===== src/rtl/relay_contact_monitor_pkg.sv =====
// Shared state encodings, fault codes and default timing for the HL-52S relay contact monitor.
package relay_contact_monitor_pkg;

  typedef enum logic [1:0] {
    S_MATCH  = 2'd0,
    S_SETTLE = 2'd1,
    S_FAULT  = 2'd2
  } state_t;

  localparam logic [1:0] FC_NONE    = 2'b00;
  localparam logic [1:0] FC_TIMEOUT = 2'b01;
  localparam logic [1:0] FC_UNCMD   = 2'b10;

  // 10 ms debounce and 20 ms settle window at a 50 MHz system clock
  localparam int DEFAULT_DEBOUNCE_CYCLES = 500000;
  localparam int DEFAULT_SETTLE_CYCLES   = 1000000;
  localparam int DEFAULT_CNT_W           = 21;

  function automatic int max_int(input int a, input int b);
    return (a > b) ? a : b;
  endfunction

endpackage


===== src/rtl/relay_debounce.sv =====
// Two-flop synchroniser and stability counter for the raw relay contact feedback line.
module relay_debounce
  import relay_contact_monitor_pkg::*;
#(
  parameter int DEBOUNCE_CYCLES = DEFAULT_DEBOUNCE_CYCLES,
  parameter int CNT_W           = DEFAULT_CNT_W
) (
  input  logic clk,
  input  logic rst_n,
  input  logic contact_raw,
  output logic contact_deb
);

  localparam logic [CNT_W-1:0] DEB_LAST = CNT_W'(DEBOUNCE_CYCLES - 1);

  logic             sync_1;
  logic             sync_2;
  logic [CNT_W-1:0] deb_cnt;

  always_ff @(posedge clk or negedge rst_n) begin
    if (!rst_n) begin
      sync_1 <= 1'b0;
      sync_2 <= 1'b0;
    end else begin
      sync_1 <= contact_raw;
      sync_2 <= sync_1;
    end
  end

  // Any sample agreeing with the accepted level restarts the stability count.
  always_ff @(posedge clk or negedge rst_n) begin
    if (!rst_n) begin
      deb_cnt     <= '0;
      contact_deb <= 1'b0;
    end else if (sync_2 == contact_deb) begin
      deb_cnt <= '0;
    end else if (deb_cnt == DEB_LAST) begin
      deb_cnt     <= '0;
      contact_deb <= sync_2;
    end else begin
      deb_cnt <= deb_cnt + CNT_W'(1);
    end
  end

endmodule


===== src/rtl/relay_contact_monitor.sv =====
// Checks that the debounced HL-52S contact follows the coil command and latches a fault otherwise.
// Optional RELAY_FAULT_COUNT_EN adds FaultCnt_o, a saturating count of fault entries.
module relay_contact_monitor
  import relay_contact_monitor_pkg::*;
#(
  parameter int DEBOUNCE_CYCLES = DEFAULT_DEBOUNCE_CYCLES,
  parameter int SETTLE_CYCLES   = DEFAULT_SETTLE_CYCLES,
  parameter int CNT_W           = DEFAULT_CNT_W
) (
  input  logic       Clk_i,
  input  logic       Reset_i,
  input  logic       Cmd_i,
  input  logic       Contact_i,
  input  logic       Clear_i,
  output logic       Contact_o,
  output logic       Settling_o,
  output logic       Fault_o,
  output logic [1:0] FaultCode_o
`ifdef RELAY_FAULT_COUNT_EN
  ,
  output logic [7:0] FaultCnt_o
`endif
);

  if ((longint'(1) << CNT_W) <= longint'(max_int(DEBOUNCE_CYCLES, SETTLE_CYCLES))) begin : g_cnt_w_check
    $error("relay_contact_monitor: CNT_W too narrow for DEBOUNCE_CYCLES/SETTLE_CYCLES");
  end

  localparam logic [CNT_W-1:0] SETTLE_LAST = CNT_W'(SETTLE_CYCLES - 1);

  state_t           state;
  state_t           next_state;
  logic [CNT_W-1:0] timer;
  logic [CNT_W-1:0] next_timer;
  logic [1:0]       next_code;
  logic             cmd_q;
  logic             cmd_edge;
  logic             matched;

  relay_debounce #(
    .DEBOUNCE_CYCLES (DEBOUNCE_CYCLES),
    .CNT_W           (CNT_W)
  ) u_debounce (
    .clk         (Clk_i),
    .rst_n       (Reset_i),
    .contact_raw (Contact_i),
    .contact_deb (Contact_o)
  );

  assign cmd_edge = Cmd_i ^ cmd_q;
  assign matched  = (Contact_o == Cmd_i);

  // A match on the timeout cycle takes priority, so a late-but-valid contact never faults.
  always_comb begin
    next_state = state;
    next_timer = '0;
    next_code  = FaultCode_o;
    case (state)
      S_MATCH: begin
        if (cmd_edge) begin
          next_state = S_SETTLE;
        end else if (!matched) begin
          next_state = S_FAULT;
          next_code  = FC_UNCMD;
        end
      end
      S_SETTLE: begin
        if (matched) begin
          next_state = S_MATCH;
        end else if (cmd_edge) begin
          next_timer = '0;
        end else if (timer == SETTLE_LAST) begin
          next_state = S_FAULT;
          next_code  = FC_TIMEOUT;
        end else begin
          next_timer = timer + CNT_W'(1);
        end
      end
      S_FAULT: begin
        if (Clear_i && matched) begin
          next_state = S_MATCH;
          next_code  = FC_NONE;
        end
      end
      default: begin
        next_state = S_MATCH;
        next_code  = FC_NONE;
      end
    endcase
  end

  always_ff @(posedge Clk_i or negedge Reset_i) begin
    if (!Reset_i) begin
      state       <= S_MATCH;
      timer       <= '0;
      cmd_q       <= 1'b0;
      Settling_o  <= 1'b0;
      Fault_o     <= 1'b0;
      FaultCode_o <= FC_NONE;
    end else begin
      state       <= next_state;
      timer       <= next_timer;
      cmd_q       <= Cmd_i;
      Settling_o  <= (next_state == S_SETTLE);
      Fault_o     <= (next_state == S_FAULT);
      FaultCode_o <= next_code;
    end
  end

`ifdef RELAY_FAULT_COUNT_EN
  // Counts entries rather than cycles spent faulted; survives Clear_i.
  always_ff @(posedge Clk_i or negedge Reset_i) begin
    if (!Reset_i) begin
      FaultCnt_o <= 8'd0;
    end else if ((next_state == S_FAULT) && (state != S_FAULT) && (FaultCnt_o != 8'hFF)) begin
      FaultCnt_o <= FaultCnt_o + 8'd1;
    end
  end
`endif

endmodule


===== config.mk =====
export PLATFORM = sky130hd
export DESIGN_NAME = relay_contact_monitor
export DESIGN_NICKNAME = d
export VERILOG_FILES = /design/src/rtl/relay_contact_monitor_pkg.sv /design/src/rtl/relay_debounce.sv /design/src/rtl/relay_contact_monitor.sv
export SDC_FILE = /design/constraint.sdc
export NUM_CORES = 1
export LEC_CHECK = 0
export ABC_AREA = 1
export CAP_MARGIN = 5
export CORE_MARGIN = 2
export CORE_UTILIZATION = 60
export DETAILED_ROUTE_END_ITERATION = 10
export GPL_ROUTABILITY_DRIVEN = 0
export PLACE_DENSITY = 0.78
export REMOVE_ABC_BUFFERS = 1
export SLEW_MARGIN = 20
export SYNTH_ARGS = -nofsm -noshare
export SYNTH_HDL_FRONTEND = slang
export SYNTH_SLANG_ARGS = --single-unit

===== constraint.sdc =====
create_clock -name Clk_i -period 1.94 [get_ports Clk_i]
set_input_delay 0.485 -clock Clk_i [delete_from_list [all_inputs] [get_ports Clk_i]]
set_output_delay 0.485 -clock Clk_i [all_outputs]
set_load 0.01 [all_outputs]

==> run summary <==
run metrics: # IOs=10, CTS H-tree lvls=2, MI comb area=0.00133 mm2, crit path time final=1770 ps, worst min path class=in2async, most common cell in the netlist=nand2_1, slowest stage delay, CP=around 560 ps, Detail Route Antenna Nets=0, distinct lib cells=23, CTS clk-pin slew, worst paths=80 ps, core area=about 0.0044 mm2, Synth area leader=dfrtp_1, Sw Share=0.259, die area=~0.0053 mm2, Synth flops=roughly 52, initial DRC count=approximately 150, global-route usage over all layers=0.240, fin. max-slew vios=0, CP max-delay cell=clkdlybuf4s50_1, CP bufs+invs=1, CP Class=reg2out, Final setup viols=0, site row count=24, area share, top type=0.460, Initial Util=0.637, Post-synth EDFFs=0, final setup margin=approximately 170 ps, pre-CTS WS=-12.4 ps, maximum vdd drop=roughly 0.47 mV, nets@finish=between 300 and 400, Worst setup SP type=flip-flop, Crit Path Max Fanout=4, Pwr Density=slightly above 700 mW/mm2, initial antenna violation count=0, async set-reset flop share out of synthesis=1.00, largest net degree at the start of global routing=53, area of placed instances=between 0.003 and 0.004 mm2, yosys stat area=0.00283 mm2, fmax=around 560 MHz, Seq. cell area=approximately 0.0013 mm2, drt pass-1 iters=4, Pint=about 1.6 mW, Final HPWL DP=around 4200 um, Vias/cell=roughly 5.3, vias in the first global route=around 2400, Reg power frac=0.544, cell area after layout=between 0.003 and 0.004 mm2, RSZ-0062 raised after global routing=false, main flop type=dfrtp_1, Crit. End Element=primary output, filler cell count=366, Clock power frac=0.297, cycle use final=0.914, top cells, area=dfrtp_1, nand2_1, nor2_1, Die Y=72.7 um, first-pass GRT wire length=9890 um, Synth Cell Area=~0.0028 mm2, Fin Hold WS=about 150 ps, switching power=approximately 0.57 mW, Total Power=2.19 mW, Synth Seq Share=0.460, top cells by count=nand2_1, nor2_1, dfrtp_1, cells after synthesis=371, clk buf depth=2, Die X=72.7 um, DRC errors left=0, WP data arrival=about 1300 ps, CTS tree=done, syn avg cell area=about 7.6 um2, Comb power frac=0.159, critical path cell sequence=clkdlybuf4s50_1, cts repair resizes=0, leakage power total=approximately 1.3 nW, cell family with the largest share of critical-path delay=buffers and inverters, ANT cells=0, total setup buffers inserted after CTS=0, status=finished clean, Hold Buf Count CTS=0, Max Cap Viol=0, WP data required=1450 ps, total global routing overflow=0, slew at the pin closest to its max-slew limit=about 430 ps, layout cell share with drive strength beyond 1=0.113, Worst slew margin=0.714, root buf cell=clkbuf_8, final hold vios=0, ys cells=approximately 370, Port Buffers=9, WL per Instance=12.6 um, Area growth syn-to-layout=9.95%, YS warnings=0, OpenROAD warning count=25
final timing paths:
kind / start / end / slack (ps) / depth (start not counted)
setup / recovery: u_debounce.contact_deb$_DFFE_PN0P_ / Contact_o / 170 / 1
hold / removal: Reset_i / timer[19]$_DFF_PN0_ / 150 / 2
setup reg to reg: u_debounce.deb_cnt[0]$_DFF_PN0_ / u_debounce.deb_cnt[3]$_DFF_PN0_ / 280 / 8
hold reg to reg: u_debounce.sync_1$_DFF_PN0_ / u_debounce.sync_2$_DFF_PN0_ / 360 / 0
max in group asynchronous: Reset_i / u_debounce.deb_cnt[6]$_DFF_PN0_ / 1540 / 2
min in group Clk_i: u_debounce.sync_1$_DFF_PN0_ / u_debounce.sync_2$_DFF_PN0_ / 360 / 0
stage by stage:
step                      instances  utilization  setup TNS (ps)
after floorplan                 369            -               0
after global placement          435        0.678               0
after detailed placement        435        0.678           -12.4
after CTS                       442        0.700               0
after global routing            442        0.700               0
final                           442        0.700               0
registers in the layout, indices dropped and copies added (netlist names):
| name | flops |
|---|---|
| u_debounce.sync_2 | 1 |
| u_debounce.contact_deb | 1 |
| u_debounce.deb_cnt | 21 |
| timer | 21 |
| cmd_q | 1 |
| Fault_o | 1 |
| FaultCode_o | 2 |
| state | 2 |
| Settling_o | 1 |
| u_debounce.sync_1 | 1 |
layout make-up:
class                   instances  area share
inverters                      49      0.0591
multi-input cells             268       0.427
well taps                      52      0.0209
flip-flops and latches         52       0.418
clock buffers                   7      0.0310
repair buffers                 14      0.0434
power by group through the flow:
stage	Combinational (mW)	Sequential [mW]	Clock, mW
detailed placement	0.350	1.21	0
CTS	0.352	1.19	0.664
global placement	0.342	1.21	0
finish	0.348	1.19	0.650
global route	0.391	1.20	0.710
floorplan	0.167	1.23	0
cells by family (layout without fill, tap and decap cells):
group / Yosys count / in the layout / share of synthesized area
XOR/XNOR: 15 / 15 / 0.0464
flip-flops: 52 / 52 / 0.460
AND/OR/NAND/NOR: 231 / 231 / 0.377
buffers and inverters: 51 / 70 / 0.0703
adder cells (fa/ha/maj): 2 / 2 / 0.00884
AND-OR/OR-AND: 20 / 20 / 0.0380
placed cells by master (no fill, tap or decap):
| cell | n |
|---|---|
| ha_1 | 2 |
| clkbuf_8 | 7 |
| nor2_2 | 10 |
| a31oi_1 | 2 |
| buf_4 | 4 |
| nor3b_1 | 1 |
| nand2_1 | 80 |
| o21ai_0 | 6 |
| buf_12 | 1 |
| nor2_1 | 70 |
| a21oi_1 | 10 |
| nor3_1 | 22 |
| xnor2_1 | 3 |
| nor3_2 | 6 |
| nand4_1 | 3 |
| inv_1 | 46 |
| nor2_4 | 3 |
| nand2_2 | 4 |
| nand3_2 | 5 |
| nand3_1 | 27 |
| dfrtp_1 | 52 |
| inv_2 | 3 |
| buf_2 | 1 |
| clkdlybuf4s50_1 | 8 |
| xor2_1 | 12 |
| o21a_1 | 2 |
routing by layer:
layer / GRT usage / up-vias / part of all wire
met5: 0 / - / 0
met4: 0.113 / 0 / 0.025
met3: 0.0511 / 15 / 0.039
met2: 0.406 / 57 / 0.50
met1: 0.291 / 1070 / 0.44
li1: - / 1204 / -
### Signal wires on met1

Supply wires on this layer in grey.
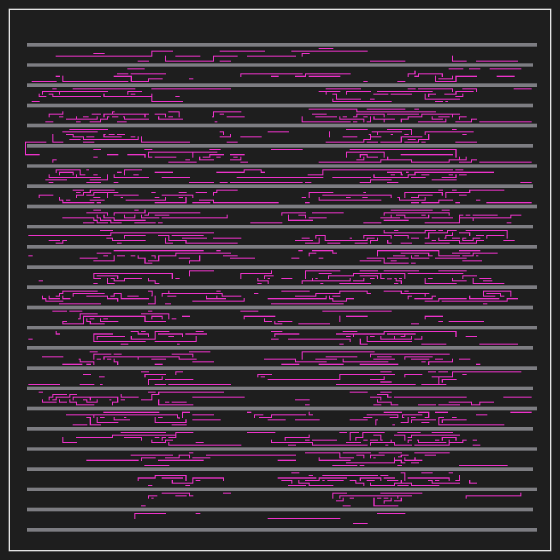
longest straight run: 17.5 um
wire length on this layer: 2440 um
main direction: horizontal
final WL: 5590 um
via count: 2346
met1 GRT Util: 0.291

### Clock routing

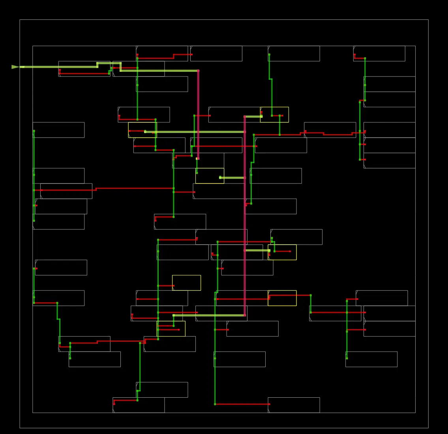
# clk buffers: 7
total CTS buffers: 5
CTS sink count: 52
Clock Skew: 3.73 ps
clk ins delay skew pair: 300 ps

No activity file was given, so power comes from the tool's default toggle rates.
